<file path="src/rtl/fetch_unit.sv">
// Instruction fetch stage: owns the PC, issues one outstanding 32-bit read at a
// time, and buffers returned words with their PCs in a small FIFO. The FIFO head
// is presented on a registered valid/ready interface to the decoder. Branch/jump
// redirects flush the FIFO and restart fetch, draining any in-flight read first.
module fetch_unit #(
  parameter logic [31:0] RESET_PC    = 32'h6000_0000,
  parameter int          QUEUE_DEPTH = 2
) (
  input  logic        clk,
  input  logic        rst_n,
  output logic [31:0] imem_address,
  output logic        imem_read,
  input  logic [31:0] imem_rdata,
  input  logic        imem_resp,
  input  logic        redirect_valid,
  input  logic [31:0] redirect_pc,
  output logic        out_valid,
  input  logic        out_ready,
  output logic [31:0] out_instr,
  output logic [31:0] out_pc
);

  localparam int PTR_W = (QUEUE_DEPTH > 1) ? $clog2(QUEUE_DEPTH) : 1;
  localparam int CNT_W = PTR_W + 1;
  localparam logic [CNT_W-1:0] DEPTH_C = CNT_W'(QUEUE_DEPTH);

  typedef enum logic {
    FETCH,
    DRAIN
  } state_t;

  typedef struct packed {
    logic [31:0] pc;
    logic [31:0] instr;
  } entry_t;

  state_t         state;
  logic [31:0]    pc;
  logic [31:0]    pc_plus4;
  logic [31:0]    redirect_aligned;
  logic [PTR_W-1:0] wr_ptr;
  logic [PTR_W-1:0] rd_ptr;
  logic [PTR_W-1:0] rd_ptr_n;
  logic [CNT_W-1:0] count;
  logic [CNT_W-1:0] count_n;
  logic           push;
  logic           pop;
  entry_t         head_n;
  entry_t         queue_mem [QUEUE_DEPTH];

  assign pc_plus4         = pc + 32'd4;
  assign redirect_aligned = redirect_pc & 32'hFFFF_FFFC;

  // Next-cycle FIFO occupancy and head entry; a redirect flushes and masks push/pop.
  always_comb begin
    // NOTE: every always_comb output gets a default first so no path leaves it unassigned (no latch).
    push     = (state == FETCH) && imem_read && imem_resp && !redirect_valid;
    pop      = out_valid && out_ready && !redirect_valid;
    count_n  = count;
    rd_ptr_n = rd_ptr;
    if (redirect_valid) begin
      count_n = '0;
    end else begin
      count_n = count + CNT_W'(push) - CNT_W'(pop);
      if (pop) rd_ptr_n = rd_ptr + PTR_W'(1);
    end
    // The new head is the word arriving this cycle when it lands in the head slot.
    if (push && (wr_ptr == rd_ptr_n)) head_n = '{pc: pc, instr: imem_rdata};
    else                              head_n = queue_mem[rd_ptr_n];
  end

  // FIFO storage write; only entries between rd_ptr and wr_ptr are ever read.
  always_ff @(posedge clk) begin
    // NOTE: storage array has no reset; occupancy is tracked by count, so stale data is never presented.
    if (push) queue_mem[wr_ptr] <= '{pc: pc, instr: imem_rdata};
  end

  // FIFO pointers and registered output stage mirroring the next head.
  always_ff @(posedge clk or negedge rst_n) begin
    // NOTE: sequential state uses non-blocking assignments so all registers update from pre-edge values.
    if (!rst_n) begin
      count     <= '0;
      wr_ptr    <= '0;
      rd_ptr    <= '0;
      out_valid <= 1'b0;
      out_instr <= 32'h0;
      out_pc    <= 32'h0;
    end else begin
      count  <= count_n;
      rd_ptr <= rd_ptr_n;
      if (redirect_valid) wr_ptr <= rd_ptr_n;
      else if (push)      wr_ptr <= wr_ptr + PTR_W'(1);
      out_valid <= (count_n != '0);
      if (count_n != '0) begin
        out_pc    <= head_n.pc;
        out_instr <= head_n.instr;
      end
    end
  end

  // Fetch FSM: issues reads with space reserved, advances the PC, handles redirects.
  always_ff @(posedge clk or negedge rst_n) begin
    if (!rst_n) begin
      state        <= FETCH;
      pc           <= RESET_PC;
      imem_read    <= 1'b0;
      imem_address <= RESET_PC;
    end else begin
      case (state)
        FETCH: begin
          if (redirect_valid) begin
            pc <= redirect_aligned;
            if (imem_read && !imem_resp) state <= DRAIN;
            else                         imem_read <= 1'b0;
          end else if (imem_read) begin
            if (imem_resp) begin
              pc        <= pc_plus4;
              imem_read <= 1'b0;
            end
          end else if (count_n < DEPTH_C) begin
            imem_read    <= 1'b1;
            imem_address <= pc;
          end
        end
        DRAIN: begin
          if (redirect_valid) pc <= redirect_aligned;
          if (imem_resp) begin
            imem_read <= 1'b0;
            state     <= FETCH;
          end
        end
        default: state <= FETCH;
      endcase
    end
  end

endmodule

</file>
<file path="config.mk">
export PLATFORM = sky130hd
export DESIGN_NAME = fetch_unit
export DESIGN_NICKNAME = d
export VERILOG_FILES = /design/src/rtl/fetch_unit.sv
export SDC_FILE = /design/constraint.sdc
export NUM_CORES = 1
export LEC_CHECK = 0
export ABC_AREA = 1
export CAP_MARGIN = 30
export CORE_MARGIN = 8
export CORE_UTILIZATION = 40
export CTS_BUF_LIST = sky130_fd_sc_hd__clkbuf_2
export CTS_CLUSTER_SIZE = 40
export DETAILED_ROUTE_END_ITERATION = 10
export PLACE_DENSITY = 0.63
export RECOVER_POWER = 50
export SETUP_SLACK_MARGIN = 0.2
export SKIP_LAST_GASP = 1
export SLEW_MARGIN = 20
export SYNTH_ARGS = -nofsm -noshare
export SYNTH_HDL_FRONTEND = slang
export SYNTH_SLANG_ARGS = --single-unit
</file>
<file path="constraint.sdc">
create_clock -name clk -period 4.9 [get_ports clk]
set_input_delay 0.98 -clock clk [delete_from_list [all_inputs] [get_ports clk]]
set_output_delay 0.98 -clock clk [all_outputs]
set_load 0.01 [all_outputs]
</file>
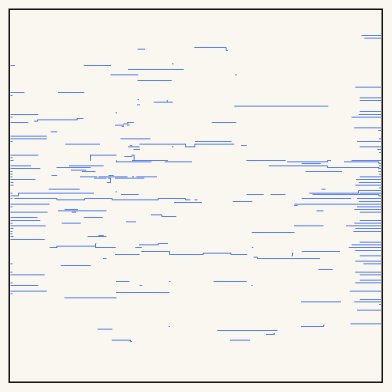
Figure 1: signal wires on met3.
Scale: 2 px per um.
main direction: horizontal
longest straight run: 46.7 um
share of all routed wire: 7.3%
wire length on this layer: 2,290 um
nets with wire on the layer: 149
M3 GR Usage: 5.075%
DR vias: 9,405
final wirelength: 31,200 um

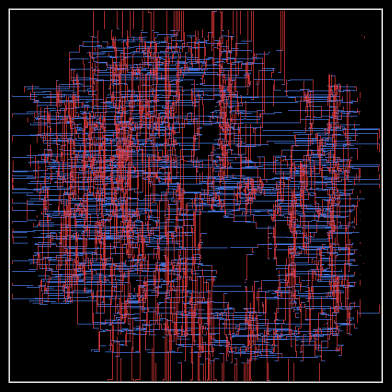
Figure 2: routed metal, one colour a layer.
Scale: 2 px per um. Only two layers are drawn.
[blue] metal 1 | wire length: 14,100 um
[red] metal 2 | wire length: 14,300 um

==> flow_metrics.tcl <==
# flow metrics
set metrics [dict create \
    cp_common_cell "sky130_fd_sc_hd__inv_1" \
    irDropWorstVdd_uv 227.0 \
    ioPinCount 167 \
    yosys.area_share.xor_xnor_pct 0.2279 \
    non_clock_buffer_area_share_pct 12.41 \
    dp_wirelength_um 19960 \
    grt_util_met1_pct 24.16 \
    r2r_start "state" \
    die_w_um 185.8 \
    layout.cell_area.non_filler_mm2 0.01410 \
    post-route-drc-count 0 \
    critPathSlowestCell "sky130_fd_sc_hd__dlygate4sd3_1" \
    flop_cell "sky130_fd_sc_hd__dfrtp_1" \
    combPwrFrac_pct 36.7 \
    yosysWarningCount 0 \
    start_kind "input pin" \
    initial_core_util_pct 40.39 \
    synthesis.area_mm2 0.01153 \
    grt_setup_unrepaired "no" \
    ys_cells 1313 \
    cts_sinks 253 \
    comb_area_share_pct 26.21 \
    top_cells_by_area "sky130_fd_sc_hd__edfxtp_1 32%, sky130_fd_sc_hd__dfrtp_1 27%, sky130_fd_sc_hd__nand2_1 14%, sky130_fd_sc_hd__nand3_1 7.1%, sky130_fd_sc_hd__o21ai_0 4.9%" \
    combinational_area_mm2 0.003696 \
    critical_path_class "input pin to flip-flop" \
    hold_path_end "out_instr[12]" \
    worstSetupStartpoint "redirect_valid" \
    outcome "finished with violations" \
    synth.top_cell.area_share_pct 32.30 \
    p_leak_nw 6.420 \
    synth.mux.area_fraction_pct 0 \
    wire_length_of_the_first_global_routing_pass_um 50110 \
    wl_met3_um 2286 \
    grt_start_max_net_pins 88 \
    power_report.internal_total_w 0.004591 \
    cts_post_setup_buffers_inserted 0 \
    largest_register_ffs 124 \
    hold_class "flip-flop to flip-flop" \
    min-delay-start "out_instr[12]" \
    finalHoldWorstSlack_ns 0.4835 \
    placed_cells 1809 \
    critical_path.cell_chain "dlygate4sd3_1 -> nor2_4 -> inv_1 -> nor2_1 -> inv_1 -> ha_1 -> inv_1 -> ha_1 -> inv_1 -> nand2_1 -> nand3_2 -> nand2_2 -> inv_2 -> buf_4 -> nand2_1 -> nand2_1" \
    cts_buffers 70 \
    ctsHoldBuffers 0 \
    dieHeight_um 185.8 \
    synth.largest_area_cell "sky130_fd_sc_hd__edfxtp_1" \
    enable_flop_cells 124 \
    hold_path_depth 2 \
    clkCellAreaFrac_pct 4.569 \
    viasPerCell 4.853 \
    n_tap_cell 384 \
    crit-reg2reg-capture "out_pc[28]" \
    routed_wire_length_per_instance_um 16.10 \
    drive_above_1_share_pct 9.343 \
    critPathTopFamily "buffers and inverters" \
    seq-power_w 0.00314 \
    pg_comb_w 0.00271 \
    worstSetupPathDepth 16 \
    net_switching_fraction_of_the_power_pct 37.76 \
    critical_path.endpoint_type "flip-flop" \
    largestPowerGroup "sequential cells" \
    cap_violations 2 \
    final-setup-viol-count 0 \
    comb_cells 846 \
    synthTopCellsByCount "436 x sky130_fd_sc_hd__nand2_1, 164 x sky130_fd_sc_hd__nand3_1, 147 x sky130_fd_sc_hd__inv_1" \
    timing.max_slew.rel_slack_pct -138.7 \
    ff_count 253 \
    sequential_share_of_power_pct 42.5 \
    timing.critical_path.buf_inv 7 \
    maxSlewViolCount 90 \
    detailed_place.area_mm2 0.01348 \
    power-per-cell-area_mw_per_mm2 523.0 \
    dr.first_iter.drc_count 618 \
    globalRoute.busiestLayer "met2" \
    highest_metal_layer_with_signal_wires "met5" \
    layout.area.top_class "registers" \
    signal_buffers 174 \
    number_of_distinct_library_cells_after_synthesis 33 \
    largest_registers "queue_mem: 124 flops, out_instr: 32 flops" \
    clk_root_buffer_cell "sky130_fd_sc_hd__clkbuf_2" \
    met2RoutedLength_um 14290 \
    synth.avg_cell_area_um2 8.781 \
    critPathArrivalTime_ns 4.36 \
    finalHoldViolCount 0 \
    inverters_excl_clock 152 \
    postSynthCellCount 1313 \
    fmax_mhz 274.5 \
    nNetsFinal 1569 \
    most_common_cell "sky130_fd_sc_hd__nand2_1" \
    seq_area_share_pct 49.33 \
    switchingPower_w 0.002785 \
    met1Wirelength_um 14130 \
    route.antenna.remaining_nets 0 \
    failed_checks "capacitance limit, slew limit" \
    grt_overflow 0 \
    antenna_violations_before_repair 3 \
    area_delta_synth_final_pct 22.32 \
    max_flop_register "queue_mem" \
    yosys.area_share.adder_pct 0.3256 \
    place_worst_setup_slack_ns 0.7817 \
    numSynthFlops 253 \
    power_frac_clock_pct 20.8 \
    timing.final.crit_period_ns 3.643 \
    globalRouteMet2Util_pct 29.34 \
    reg2reg_depth 15 \
    worst_path_largest_cell_delay_ns 0.65 \
    top_logic_kind "simple AND/OR/NAND/NOR gates" \
    post-route-worst-setup-slack_ns 1.257 \
    ys_chip_area_mm2 0.01153 \
    seq_area_mm2 0.006957 \
    total_die_area_mm2 0.03451 \
    pg_clk_w 0.00153 \
    most-common-layout-cells "435 x sky130_fd_sc_hd__nand2_1, 163 x sky130_fd_sc_hd__nand3_1, 151 x sky130_fd_sc_hd__inv_1, 126 x sky130_fd_sc_hd__clkdlybuf4s50_1, 125 x sky130_fd_sc_hd__dfrtp_1" \
    ys_sh_aoi_pct 6.131 \
    openroad.warnings 28 \
    insertedDiodeCount 2 \
    worst_ep_required_time_ns 5.61 \
    clkTransAtPathRegs_ns 0.09 \
    post-route-period-util_pct 74.35 \
    clock_insertion_delay_worst_skew_ns 0.81 \
    max-clock-path-buffers 3 \
    synth.yosys.seq_area_share_pct 60.34 \
    first_pass_iters 5 \
    cts.htree.levels 3 \
    port_buffers 160 \
    grt.total_usage_pct 18.39 \
    tritoncts "yes" \
    timing.critical_path.to "out_pc[28]" \
    final.setup_skew_ns 0.04075 \
    routabilityCongestion 0.8840 \
    clkbuf_count 112 \
]
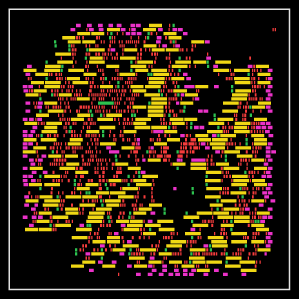
Figure 3: cells coloured by class.
Scale: 1.5 px per um.
[red] combinational and other logic | cells: 998
[green] clock drivers and dummy loads | cells: 127
[yellow] flops | cells: 253
[magenta] other buffers and delay cells | cells: 174

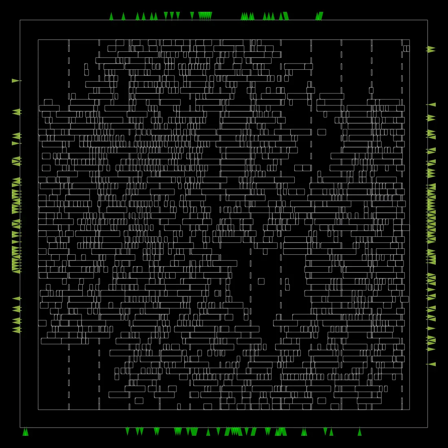
Figure 4: placed standard cells.
Finished Core Util: 49.40%
row cnt: 62
number of fill cells: 2,779
Std-Cell Core Area: 0.02855 mm2
post-route insts no fill: 1,938

Power is estimated from default activity; no workload was simulated.
